layer_met1.png
Bar = 50 um.
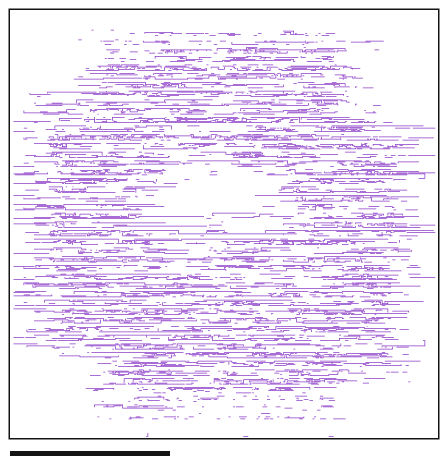
layer_met2.png
Bar = 50 um. Cells faint in the background.
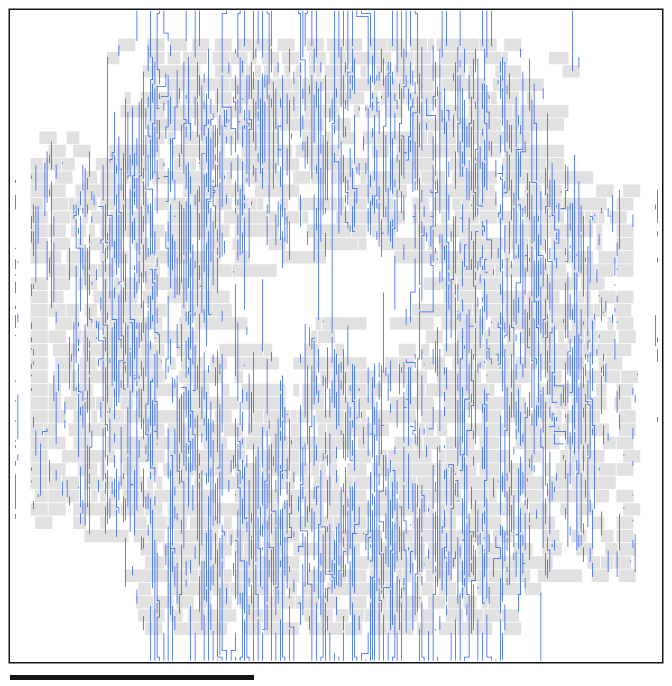
layer_met3.png
Bar = 50 um. Cells faint in the background.
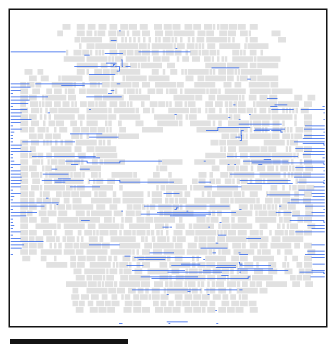
$ cat src/rtl/future_pkg.sv
// future_pkg: shared constants, FSM encoding and rotation selectors for the decryption key scheduler.
package future_pkg;
    localparam int NR_DEF   = 10;
    localparam int ROT_EVEN = 5;
    localparam int ROT_ODD  = 16;

    typedef enum logic [1:0] {IDLE, EMIT, DONE} state_t;
    typedef enum logic [1:0] {AMT_EVEN, AMT_ODD, AMT_TOT} amt_t;

    // Net forward rotation after nr steps: even steps rotate by 5, odd steps by 16.
    function automatic int calc_tot(int nr);
        return (((nr + 1) / 2) * ROT_EVEN + (nr / 2) * ROT_ODD) % 128;
    endfunction

    localparam int TOT_DEF = calc_tot(NR_DEF);
endpackage

$ cat src/rtl/future_key_rot.sv
// future_key_rot: combinational 128-bit rotator (bit 0 = MSB).
// Ports: din/dout 128-bit data, dir_right 0=rotate toward bit 0, 1=away; amt selects 5, 16 or TOT.
module future_key_rot
    import future_pkg::*;
#(
    parameter int TOT = TOT_DEF
) (
    input  logic [0:127] din,
    input  logic         dir_right,
    input  amt_t         amt,
    output logic [0:127] dout
);
    logic [6:0] n;
    logic [6:0] n_left;

    always_comb begin
        n = amt == AMT_EVEN ? 7'(ROT_EVEN) : amt == AMT_ODD ? 7'(ROT_ODD) : 7'(TOT);
        // A right rotation by n is a left rotation by 128-n (mod 128).
        n_left = dir_right ? 7'd0 - n : n;
        dout = (din << n_left) | (din >> (8'd128 - {1'b0, n_left}));
    end
endmodule

$ cat src/rtl/future_dec_keysched.sv
// future_dec_keysched: emits round keys RK_NR..RK_0 for decryption with a valid/ready handshake.
// Ports: clk, rst (async active-low), start/key_in load a master key; rk_out/round_idx/rk_valid
// present the current key, rk_ready accepts it; busy high outside IDLE; done pulses after RK_0.
module future_dec_keysched
    import future_pkg::*;
#(
    parameter int NR = NR_DEF
) (
    input  logic         clk,
    input  logic         rst,
    input  logic         start,
    input  logic [0:127] key_in,
    input  logic         rk_ready,
    output logic [0:63]  rk_out,
    output logic         rk_valid,
    output logic [3:0]   round_idx,
    output logic         busy,
    output logic         done
);
    localparam int         TOT    = calc_tot(NR);
    localparam logic [3:0] NR_IDX = 4'(NR);

    state_t       state_q, state_d;
    logic [0:127] s_q, s_d, s_load, s_step;
    logic [3:0]   idx_q, idx_d;

    // Jump straight from the master key to the last forward state S_NR.
    future_key_rot #(.TOT(TOT)) u_load (
        .din      (key_in),
        .dir_right(1'b0),
        .amt      (AMT_TOT),
        .dout     (s_load)
    );

    // Undo forward step idx-1: odd idx means idx-1 is even, which used the 5-bit rotation.
    future_key_rot #(.TOT(TOT)) u_step (
        .din      (s_q),
        .dir_right(1'b1),
        .amt      (idx_q[0] ? AMT_EVEN : AMT_ODD),
        .dout     (s_step)
    );

    always_comb begin
        state_d = state_q;
        s_d     = s_q;
        idx_d   = idx_q;
        case (state_q)
            IDLE: if (start) begin
                s_d     = s_load;
                idx_d   = NR_IDX;
                state_d = EMIT;
            end
            EMIT: if (rk_ready) begin
                if (idx_q == 4'd0) state_d = DONE;
                else begin
                    s_d   = s_step;
                    idx_d = idx_q - 4'd1;
                end
            end
            DONE:    state_d = IDLE;
            default: state_d = IDLE;
        endcase
    end

    always_ff @(posedge clk or negedge rst) begin
        if (!rst) begin
            state_q <= IDLE;
            s_q     <= '0;
            idx_q   <= '0;
        end else begin
            state_q <= state_d;
            s_q     <= s_d;
            idx_q   <= idx_d;
        end
    end

    assign rk_out    = s_q[0:63];
    assign rk_valid  = state_q == EMIT;
    assign round_idx = idx_q;
    assign busy      = state_q != IDLE;
    assign done      = state_q == DONE;
endmodule

$ cat config.mk
export PLATFORM = sky130hd
export DESIGN_NAME = future_dec_keysched
export DESIGN_NICKNAME = d
export VERILOG_FILES = /design/src/rtl/future_pkg.sv /design/src/rtl/future_key_rot.sv /design/src/rtl/future_dec_keysched.sv
export SDC_FILE = /design/constraint.sdc
export NUM_CORES = 1
export LEC_CHECK = 0
export ABC_CLOCK_PERIOD_IN_PS = 3200
export CORE_MARGIN = 4
export CORE_UTILIZATION = 50
export DETAILED_ROUTE_END_ITERATION = 6
export GPL_TIMING_DRIVEN = 0
export PLACE_DENSITY = 0.91
export SYNTH_ARGS = -nofsm -noshare
export SYNTH_HDL_FRONTEND = slang
export SYNTH_SLANG_ARGS = --single-unit
$ cat constraint.sdc
create_clock -name clk -period 3.2 [get_ports clk]
set_clock_uncertainty 0.2 [all_clocks]
set_input_delay 0.64 -clock clk [delete_from_list [all_inputs] [get_ports clk]]
set_output_delay 0.64 -clock clk [all_outputs]
set_load 0.005 [all_outputs]
==> results.cfg <==
; flow metrics
[routing]
drtIter0Drc = 650
drc = 0
wl_per_cell_um = 19.2
dr.pass1.iters = 5
ant_nets = 0
post_drt_via_cell_ratio = 5.55

[cells_and_area]
lay_top_count = clkdlybuf4s50_1
final_nets = 1154
regArea_sq_um = 3350
num_antenna_cells = 0
comb_area_sq_um = 3470
drive_gt1_share_pct = 15.3
fill_cells = 1120
fin_util_pct = 70.2
syn_to_final_growth_pct = 36.2
final_area_sq_um = 10700

[pwr]
internal_power_w = 0.00687
p_switching_w = 0.00419
seq_power_share_pct = 31.7
p_comb_share_pct = 52.0
p_clk_share_pct = 16.3
ir_worst_vdd_mv = 0.574
powerDensity_nw_per_um2 = 1030
switching_share_pct = 37.9
p_leak_nw = 4.85

[global_routing]
grt_pass1_wl_mm = 37.3
track_usage_pct = 26.7
antenna_found_initial = 0
grt_max_degree = 79
grt_pass1_vias = 7198
overflow = 0

[floorplan]
die_h_um = 134
rows = 45
die_w_um = 134
initial_core_util_pct = 51.5
core_sq_um = 15300
pin_count = 203
dieArea_sq_um = 17900

[synthesis]
syn_nets = 932
yosys-stat-cells = 798
numSynthFlops = 134
syn_inst = 798
synth.distinct_cells = 32
synth_area_sq_um = 7890
ys_chip_area_sq_um = 7890
topCellsByArea = dfrtp_1 (42%), mux2i_1 (16%), o221ai_1 (8.8%)
avgSynthCellArea_sq_um = 9.89
yosys_warnings = 0
largest_area_cell = dfrtp_1
top_cell_area_share_pct = 42.5
seq_area_frac_synth_pct = 42.5

[sta]
slew_violations = 0
grt_setup_unrepaired = no
worst_slew_pin_slew_ns = 0.726
final.min_clock_period_ns = 3.01
max_freq_ghz = 0.332
finalHoldViolCount = 0
setup_tns_ns = 0
finalClockPeriodUsage_pct = 94.1
slew_headroom_pct = 51.6
setup_viol = 0

[setup_path]
worstPathMaxFanout = 10
worst_setup_path_end_kind = flop
crit_path_start_kind = flop
worstSetupPathType = reg -> reg
required_ns = 3.30
cp.arrival_ns = 3.11

[placed_design]
gp_congestion = 0.916
io_buffers = 202
placed_area_sq_um = 10200
dp_hpwl_mm = 17.8

[worst_hold_path]
hold_path.class = reg -> reg

[clock_tree]
cts_root_buf = clkbuf_16
cts_buffers = 17
clock_path_buffers = 2
clkTransAtPathRegs_ns = 0.06
cts_tree = built
clkLatencyLatePin_ns = 0.42
cts_sinks = 134
cts_max_level = 4

[run]
cap_violations = 0
tool_warnings = 27

[run_status]
status = completed
Notes on layer_met1.png above:
longest straight run: 40.9 um
wire length on this layer: 9990 um

Notes on layer_met2.png above:
share of all routed wire: 48%
nets with wire on the layer: 987
main direction: vertical
wire length on this layer: 11400 um
longest straight run: 47.3 um
met2 Use GR: 43.5%
Total Wirelength: 23.9 mm

Notes on layer_met3.png above:
longest straight run: 40.7 um
main direction: horizontal
wire length on this layer: 1740 um
nets with wire on the layer: 178
grt met3 use: 5.85%
Via Count: 6888

[power groups by stage]
stage	logic, W	registers (W)	clock network, W
after global routing	0.00625	0.00357	0.00190
final	0.00575	0.00350	0.00181
after global placement	0.00552	0.00344	0
after floorplan	0.00395	0.00301	0
after detailed placement	0.00571	0.00347	0
after CTS	0.00577	0.00346	0.00182
[cell type report]
cell class	count	area share (%)
multi-input combinational	458	32.3
sequential	134	31.2
timing repair buffer	204	19.2
buffer	123	7.06
clock buffer	24	4.48
inverter	82	2.86
tap	211	2.46
clock inverter	5	0.466
[worst paths after layout]
path	from	end	slack [ns]	cells after the start
min in group asynchronous	rst	s_q[100]	0.55	2
worst min register to register	round_idx[1]	round_idx[1]	0.34	1
max in group asynchronous	rst	state_q[1]	1.47	3
worst min-delay path	round_idx[1]	round_idx[1]	0.34	1
worst max-delay path	round_idx[0]	s_q[3]	0.19	10
worst max register to register	round_idx[0]	s_q[3]	0.19	10
[cell usage after synthesis]
master / instances
nand2b_1: 1
inv_1: 82
o21ai_0: 1
a21oi_1: 50
nand3b_1: 1
o22a_1: 1
mux2_2: 30
nor2b_1: 2
or3_1: 1
nor3_4: 1
buf_2: 29
mux2_1: 19
mux2i_4: 1
nand2_1: 79
o41a_1: 1
clkbuf_1: 23
or4_1: 1
a311oi_1: 1
o221ai_1: 79
a211o_1: 1
nor3b_1: 2
and4bb_4: 1
buf_4: 65
buf_6: 2
mux2i_1: 129
dfrtp_1: 134
nor2_1: 51
ha_1: 2
or2_2: 1
nor3_1: 1
and3_1: 1
buf_1: 5
[per-stage QoR]
stage,total power (W),std cells,setup WS [ns],hold WS (ns)
2_1_floorplan,0.00696,798,0.672,0.144
3_3_place_gp,0.00896,1211,-4.07,0.338
3_5_place_dp,0.00918,1212,0.194,0.332
4_1_cts,0.0110,1242,0.0781,0.344
5_1_grt,0.0117,1241,0.0314,0.382
6_report,0.0111,1241,0.188,0.343
[registers in the layout, indices dropped and copies added, names as in the netlist]
signal / cells
round_idx: 4
state_q: 2
s_q: 128
[layer usage]
layer / part of all wire (%) / up-vias / GRT usage, %
met3: 7.3 / 56 / 5.85
met5: 0 / - / 0
met1: 42 / 3366 / 34.9
li1: - / 3167 / -
met4: 3.0 / 0 / 10.2
met2: 48 / 299 / 43.5
[cells by family (layout without fill, tap and decap cells)]
logic type,after synthesis,count (layout),share of synthesized area (%)
adder cells (fa/ha/maj),2,2,0.317
buffers and inverters,206,438,13.5
AND/OR/NAND/NOR,143,143,7.52
multiplexers,179,179,23.6
AND-OR/OR-AND,134,134,12.5
flip-flops,134,134,42.5
[critical path, cell delays in order, from the launching register on]
cell and delay, ns:
dfrtp_1 0.34, clkbuf_1 0.19, buf_2 0.29, buf_2 0.34, inv_1 0.11, ha_1 0.23, and4bb_4 0.22, nor3_4 0.21
buf_4 0.24, buf_6 0.18, mux2_1 0.34
[what timing repair did]
item                                    CTS  global route
endpoints found under the hold margin     4             0
resized                                   0             2
buffers inserted                          0             0
hold buffers                              1             0
endpoints found under the setup margin    0             2
Power figures rest on the tool's default switching activity, not on a simulated workload.
